--- config.mk ---
export PLATFORM = sky130hd
export DESIGN_NAME = try_unit
export DESIGN_NICKNAME = d
export VERILOG_FILES = /design/src/rtl/try_unit.sv
export SDC_FILE = /design/constraint.sdc
export NUM_CORES = 1
export LEC_CHECK = 0
export ABC_AREA = 1
export CORE_AREA = 2 2 49 51
export CTS_CLUSTER_DIAMETER = 60
export DETAILED_ROUTE_END_ITERATION = 8
export DIE_AREA = 0 0 51 53
export PLACE_DENSITY = 0.68
export SLEW_MARGIN = 40
export SYNTH_ARGS = -nofsm -noshare
export SYNTH_HDL_FRONTEND = slang
export SYNTH_SLANG_ARGS = --single-unit
export TNS_END_PERCENT = 100
--- constraint.sdc ---
create_clock -name clk -period 7.15 [get_ports clk]
set_input_delay 0.715 -clock clk [delete_from_list [all_inputs] [get_ports clk]]
set_output_delay 0.715 -clock clk [all_outputs]
set_load 0.01 [all_outputs]
--- src/rtl/try_unit.sv ---
// Registered 6-bit bit-manipulation unit: one op per enabled edge, result on C.
// Optional macro TRY_UNIT_PARITY_EN adds a registered even-parity output par.
module try_unit #(
    parameter int WIDTH = 6
) (
    input  logic             clk,
    input  logic             reset,
    input  logic             en,
    input  logic [2:0]       op,
    input  logic [WIDTH-1:0] A,
    output logic [WIDTH-1:0] C,
    output logic             valid
`ifdef TRY_UNIT_PARITY_EN
    ,
    output logic             par
`endif
);

    localparam logic [2:0] OP_PASS = 3'b000;
    localparam logic [2:0] OP_REV  = 3'b001;
    localparam logic [2:0] OP_POP  = 3'b010;
    localparam logic [2:0] OP_CLZ  = 3'b011;
    localparam logic [2:0] OP_GRAY = 3'b100;
    localparam logic [2:0] OP_NEG  = 3'b101;
    localparam logic [2:0] OP_ROTL = 3'b110;
    localparam logic [2:0] OP_NOT  = 3'b111;

    localparam logic [WIDTH-1:0] ONE = {{(WIDTH-1){1'b0}}, 1'b1};

    logic [WIDTH-1:0] c_q, c_d;
    logic             valid_q, valid_d;
    logic [WIDTH-1:0] rev, pop, clz, res;

    always_comb begin
        rev = '0;
        pop = '0;
        clz = WIDTH'(WIDTH);
        for (int i = 0; i < WIDTH; i++) begin
            rev[i] = A[WIDTH-1-i];
            pop    = pop + WIDTH'(A[i]);
            // Ascending scan: the highest set bit is the last to win.
            if (A[i]) clz = WIDTH'(WIDTH - 1 - i);
        end
    end

    always_comb begin
        res = A;
        unique case (op)
            OP_PASS: res = A;
            OP_REV:  res = rev;
            OP_POP:  res = pop;
            OP_CLZ:  res = clz;
            OP_GRAY: res = A ^ (A >> 1);
            OP_NEG:  res = (~A) + ONE;
            OP_ROTL: res = {A[WIDTH-2:0], A[WIDTH-1]};
            OP_NOT:  res = ~A;
            default: res = A;
        endcase
    end

    always_comb begin
        c_d     = c_q;
        valid_d = valid_q;
        if (en) begin
            c_d     = res;
            valid_d = 1'b1;
        end
    end

    always_ff @(posedge clk) begin
        if (reset) begin
            c_q     <= '0;
            valid_q <= 1'b0;
        end else begin
            c_q     <= c_d;
            valid_q <= valid_d;
        end
    end

    assign C     = c_q;
    assign valid = valid_q;

`ifdef TRY_UNIT_PARITY_EN
    logic par_q, par_d;

    always_comb begin
        par_d = par_q;
        if (en) par_d = ^res;
    end

    always_ff @(posedge clk) begin
        if (reset) par_q <= 1'b0;
        else       par_q <= par_d;
    end

    assign par = par_q;
`endif

endmodule

==> qor.txt, run 1 <==
Run status: completed
Startpoint Class: input pin
Flop count: 7
Internal power: 0.0000884 W
Syn nets: 166
1st-pass router iterations: 4
Tmin final: 3340 ps
Synthesis Warnings: 0
Row cnt: 17
Fin crit share: 46.7%
Critical path arrival: 3520 ps
ClkCell Share: 2.31%
Synth logic family: simple AND/OR/NAND/NOR gates
Top Layout Cells: nand2_1, clkdlybuf4s50_1, inv_1
Synthesized area: 932 sq um
Cell family with the largest share of critical-path delay: adder cells
Critical path type: input pin to flip-flop
Post-synth seq share: 15.0%
Slew Viols, Final: 0
Sequential share of power: 31.5%
Seq/total area: 12.3%
Worst r2r dst: C[3]
Final setup viols: 0
Chip Footprint: 2700 sq um
WP depth: 13
Top Metal Used: met4
Initial DRC count: 62
Simple-Gate Area Share: 42.7%
Combinational Area: 669 sq um
Met2 wire len: 1050 um
Max-cap viol count: 0
P_comb: 0.0000594 W
Met3 wire length: 233 um
Critical Path End Type: flip-flop
Antenna violations before repair: 0
Register-to-Register Path Depth: 2
Non-CTS inverters: 22
Placed insts: 186
M3 GR Usage: 3.67%
DP Area: 1110 sq um
Hold buffer count at cts: 0
GRT overflow: 0
Vias per cell: 5.51
Log Warnings: 27
Signal buffers: 18
I/O pins: 19
Sequential cell area: 140 sq um
Top cells by count, synth: nand2_1, inv_1, nor2_1, nand3_1, nand4_1
Inserted Diodes: 0
Port Buf Inserts: 18
PnR Total Power: 0.000138 W
Met1 Usage GRT: 24.7%
Setup TNS: 0 ps
Layout Area Growth over Synthesis: 21.9%
Floorplan utilization: 43.4%
HP Class: flip-flop to flip-flop
Buf/Inv on CP: 3
Mux area share: 0%
Worst Hold End: valid
Final worst slack: 3810 ps
CTS tree: built
Final ANT Viol Nets: 0
Num CTS Buffers: 3
Logic Gate Count: 111
Seq. pwr: 0.0000435 W
First-pass GRT wire length: 4170 um
XOR Share, Synth: 0%
Aoi share: 13.3%
Comb pwr share: 43.1%
Max VDD drop: 0.0731 mV
Max FFs per register: 6
Crit. Startpoint: A[0]
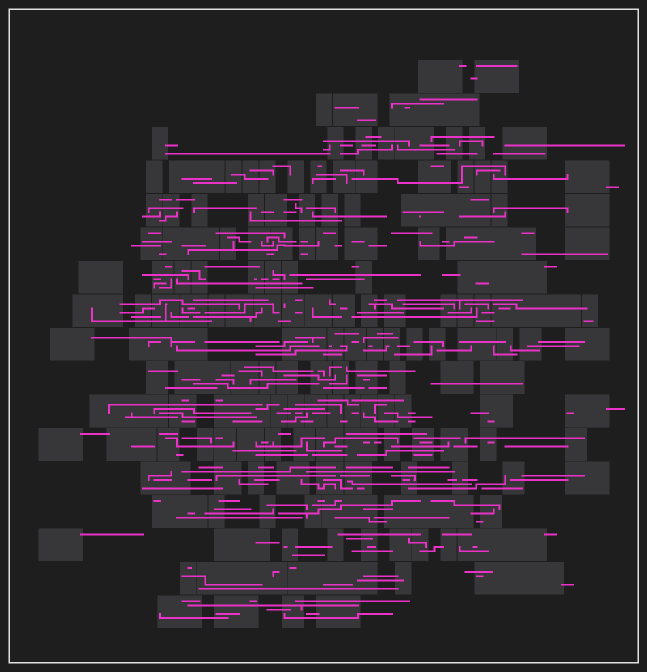
(run_1/layer_met1.png)
Cells faint in the background.
main direction = horizontal
nets with wire on the layer = 164
longest straight run = 16.1 um
total wire length: 2340 um
DR vias: 1046

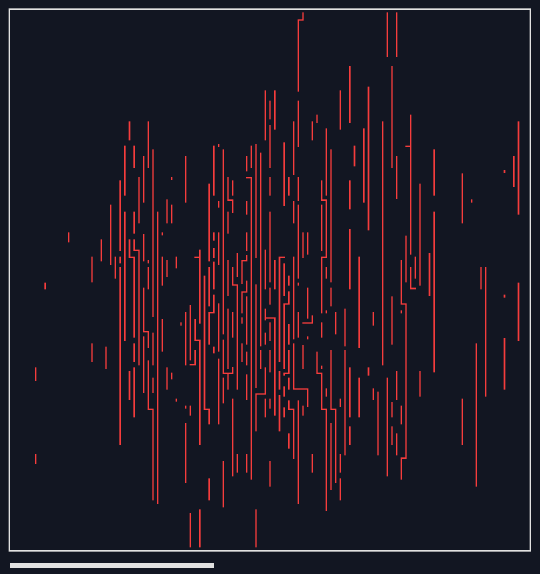
(run_1/layer_met2.png)
Scale bar: 20 um.
main direction = vertical
nets with wire on the layer = 147
share of all routed wire = 45%
longest straight run = 29.6 um

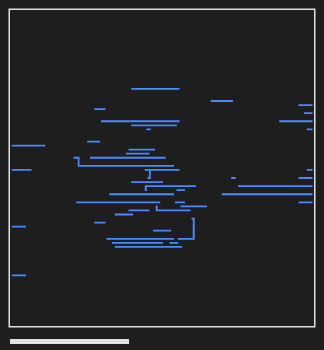
(run_1/layer_met3.png)
Scale bar: 20 um.
wire length on this layer = 234 um
nets with wire on the layer = 36
longest straight run = 15.9 um
share of all routed wire = 10%
main direction = horizontal

==> run_1/clocks.png <==
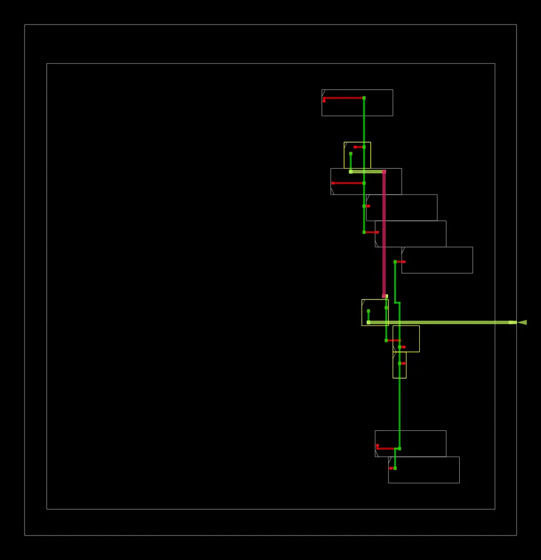

==> inputs of run 2 (changes only) <==
==> constraint.sdc (replaced) <==
create_clock -name clk -period 3.3 [get_ports clk]
set_input_delay 0.33 -clock clk [delete_from_list [all_inputs] [get_ports clk]]
set_output_delay 0.33 -clock clk [all_outputs]
set_load 0.01 [all_outputs]
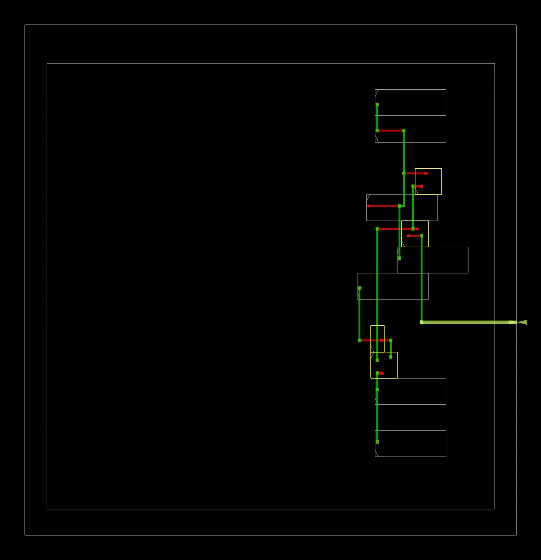
(run_2/clocks.png)
Clock Sinks: 7
Num CTS Buffers: 3
worst skew pair latency: 240 ps
Setup Skew: 0 ps
clock group power: 0.0000743 W

==> qor.txt, run 2 <==
Run status: completed
Sequential cell area: 140 sq um (unchanged)
Port Buf Inserts: 18 (unchanged)
Fin crit share: 87.1%
Met3 wire length: 132 um (-43%)
First-pass GRT wire length: 3710 um (-11%)
Sequential share of power: 31.7% (+0.2 points)
Critical Path End Type: flip-flop
Setup TNS: 0 ps (unchanged)
Met1 Usage GRT: 21.0% (-3.7 points)
Mux area share: 0% (unchanged)
Layout Area Growth over Synthesis: 23.5%
HP Class: flip-flop to flip-flop
Met2 wire len: 1130 um (+7.1%)
Top Metal Used: met4
Comb pwr share: 43.4% (+0.3 points)
Max FFs per register: 6 (unchanged)
Tmin final: 2870 ps
DP Area: 1120 sq um (+1.4%)
PnR Total Power: 0.000298 W (+120%)
Final worst slack: 426 ps (-3380 ps)
Antenna violations before repair: 0 (unchanged)
Max VDD drop: 0.126 mV (+72%)
Initial DRC count: 49 (-21%)
Seq/total area: 12.2% (-0.16 points)
Inserted Diodes: 0 (unchanged)
Logic Gate Count: 111 (unchanged)
Syn nets: 166 (unchanged)
I/O pins: 19 (unchanged)
Synth logic family: simple AND/OR/NAND/NOR gates
Placed insts: 188 (+1.1%)
Non-CTS inverters: 22 (unchanged)
Top Layout Cells: nand2_1, clkdlybuf4s50_1, inv_1
Worst Hold End: valid
P_comb: 0.000130 W (+120%)
Synthesized area: 932 sq um (unchanged)
Log Warnings: 27 (unchanged)
ClkCell Share: 2.28% (-0.030 points)
Post-synth seq share: 15.0% (unchanged)
Cell family with the largest share of critical-path delay: adder cells
M3 GR Usage: 1.98% (-1.7 points)
CTS tree: built
==> run_2/layer_met3.png <==
Scale bar: 20 um.
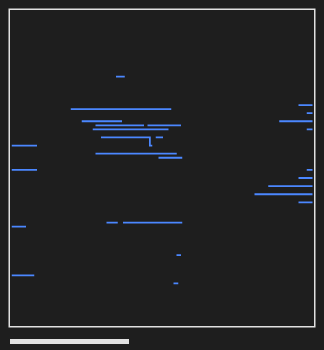

==> inputs of run 3 (changes only) <==
--- a/config.mk
+++ b/config.mk
@@ -10,7 +10,8 @@
 export CTS_CLUSTER_DIAMETER = 60
 export DETAILED_ROUTE_END_ITERATION = 8
 export DIE_AREA = 0 0 51 53
-export PLACE_DENSITY = 0.68
+export DONT_BUFFER_PORTS = 1
+export PLACE_DENSITY = 0.57
 export SLEW_MARGIN = 40
 export SYNTH_ARGS = -nofsm -noshare
 export SYNTH_HDL_FRONTEND = slang
==> constraint.sdc (replaced) <==
create_clock -name clk -period 3.6 [get_ports clk]
set_input_delay 0.36 -clock clk [delete_from_list [all_inputs] [get_ports clk]]
set_output_delay 0.36 -clock clk [all_outputs]
set_load 0.01 [all_outputs]
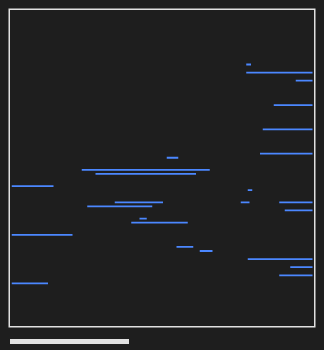
(run_3/layer_met3.png)
Scale bar: 20 um.
DR vias: 910
M3 GR Usage: 2.54%
total wire length: 2370 um

==> qor.txt, run 3 <==
HP Class: input pin to flip-flop
Synthesis Warnings: 0
Seq. pwr: 0.0000901 W
Synth flops: 7
M1 wire length: 1030 um
Cell family with the largest share of critical-path delay: adder cells
Placed insts: 168 (-11%)
Clock Sinks: 7 (unchanged)
Top Metal Used: met4
Distinct cells, synth: 25
Synthesized area: 932 sq um (unchanged)
Log Warnings: 27 (unchanged)
Fin crit share: 65.8%
Run status: completed
Clock Path Buffers: 2
Routed length per placed instance: 13.8 um
Met2 wire len: 1130 um (+0.53%)
Critical path's slowest cell: fa_1
DP Area: 930 sq um (-17%)
Top Layout Cells: nand2_1, inv_1, nor2_1
Post-synth seq share: 15.0% (unchanged)
Worst skew pair latency: 250 ps (about the same)
Crit path cell chain: fa_1, inv_1, fa_1, inv_1, ha_1, fa_1, nand4_1, nand2_1, nor2_1, nand2_1, nand2_1, a21oi_2
Port Buf Inserts: 0 (-18)
Critical Path End Type: flip-flop
Antenna violations before repair: 0 (unchanged)
Met1 Usage GRT: 22.4% (+1.5 points)
Avg Cell Area, Syn: 6.47 sq um
Sequential cell area: 140 sq um (unchanged)
Max VDD drop: 0.122 mV (-2.9%)
CTS tree: built
Flop count: 7
Power per cell area: 247 nW/um^2
Mux area share: 0% (unchanged)
Num CTS Buffers: 3 (unchanged)
Die height: 53 um
Met3 wire length: 161 um (+22%)
Logic Gate Count: 111 (unchanged)
ClkCell Share: 2.75% (+0.47 points)
Synth logic family: simple AND/OR/NAND/NOR gates
Non-CTS inverters: 22 (unchanged)
Synth area leader: dfxtp_1
Critical path type: input pin to flip-flop
Number of cells in Yosys stat: 144
XOR Share, Synth: 0%
Count leader, synth: nand2_1
Final worst slack: 1230 ps (+804 ps)
Clk root buf: clkbuf_4
GRT met2 Usage: 35.3%
Leak Pwr: 0.477 nW
First-pass GRT wire length: 3860 um (+4.1%)
Synth top area cells: dfxtp_1, nand2_1, ha_1
Seq/total area: 14.7% (+2.5 points)
WHS: 164 ps
Area share, top type: 15.0%
Inserted Diodes: 0 (unchanged)
I/O pins: 19 (unchanged)
Tmin final: 2370 ps
Worst Hold End: C[1]
Initial DRC count: 26 (-47%)
Critical Path End: C[1]
Crit. Startpoint: A[0]
Non-clock buffer share: 0%
Setup Skew: 0 ps (unchanged)
Slew HR: 84.3%
Top cells by count, synth: nand2_1, inv_1, nor2_1, nand3_1, nand4_1
Nets: 167
Setup TNS: 0 ps (unchanged)
Max FFs per register: 6 (unchanged)
PnR Total Power: 0.000236 W (-21%)
Clock power share: 29.3%
Worst r2r dst: C[5]
R2R Setup Slk: 2910 ps
1st-pass router iterations: 4
Vias in the first global route: 860
Leading cell kind: multi-input combinational cells
Top cell excl fill/tap: nand2_1
Core area: 2150 sq um
Hpwl dp: 1900 um
Post-Synthesis Cells: 144
Floorplan utilization: 43.4%
Most used routing layer: met2
Clock group power: 0.0000693 W (-6.7%)
H-tree levels: 1
Syn nets: 166 (unchanged)
Internal power: 0.000157 W
Sequential share of power: 38.1% (+6.4 points)
Layout Area Growth over Synthesis: 2.55%
Comb pwr share: 32.6% (-11 points)
P_comb: 0.0000771 W (-41%)

==> screenshots <==
Signal metal coverage by tile.
Scale bar: 20 um. The die is cut into 10 by 11 equal tiles; dark purple is low, yellow is high, scaled to the fullest tile. Values are wire area over tile area, all layers added.
shot_01.png
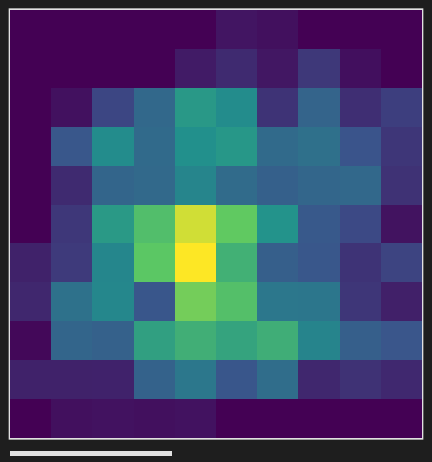
shot_02.png
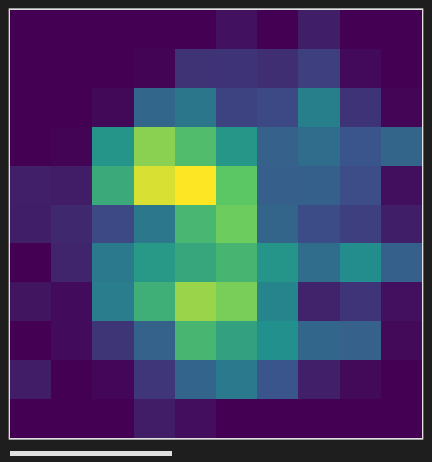
shot_02.png is run 2.
shot_01.png is run 3.

Power and IR drop assume default switching activity.
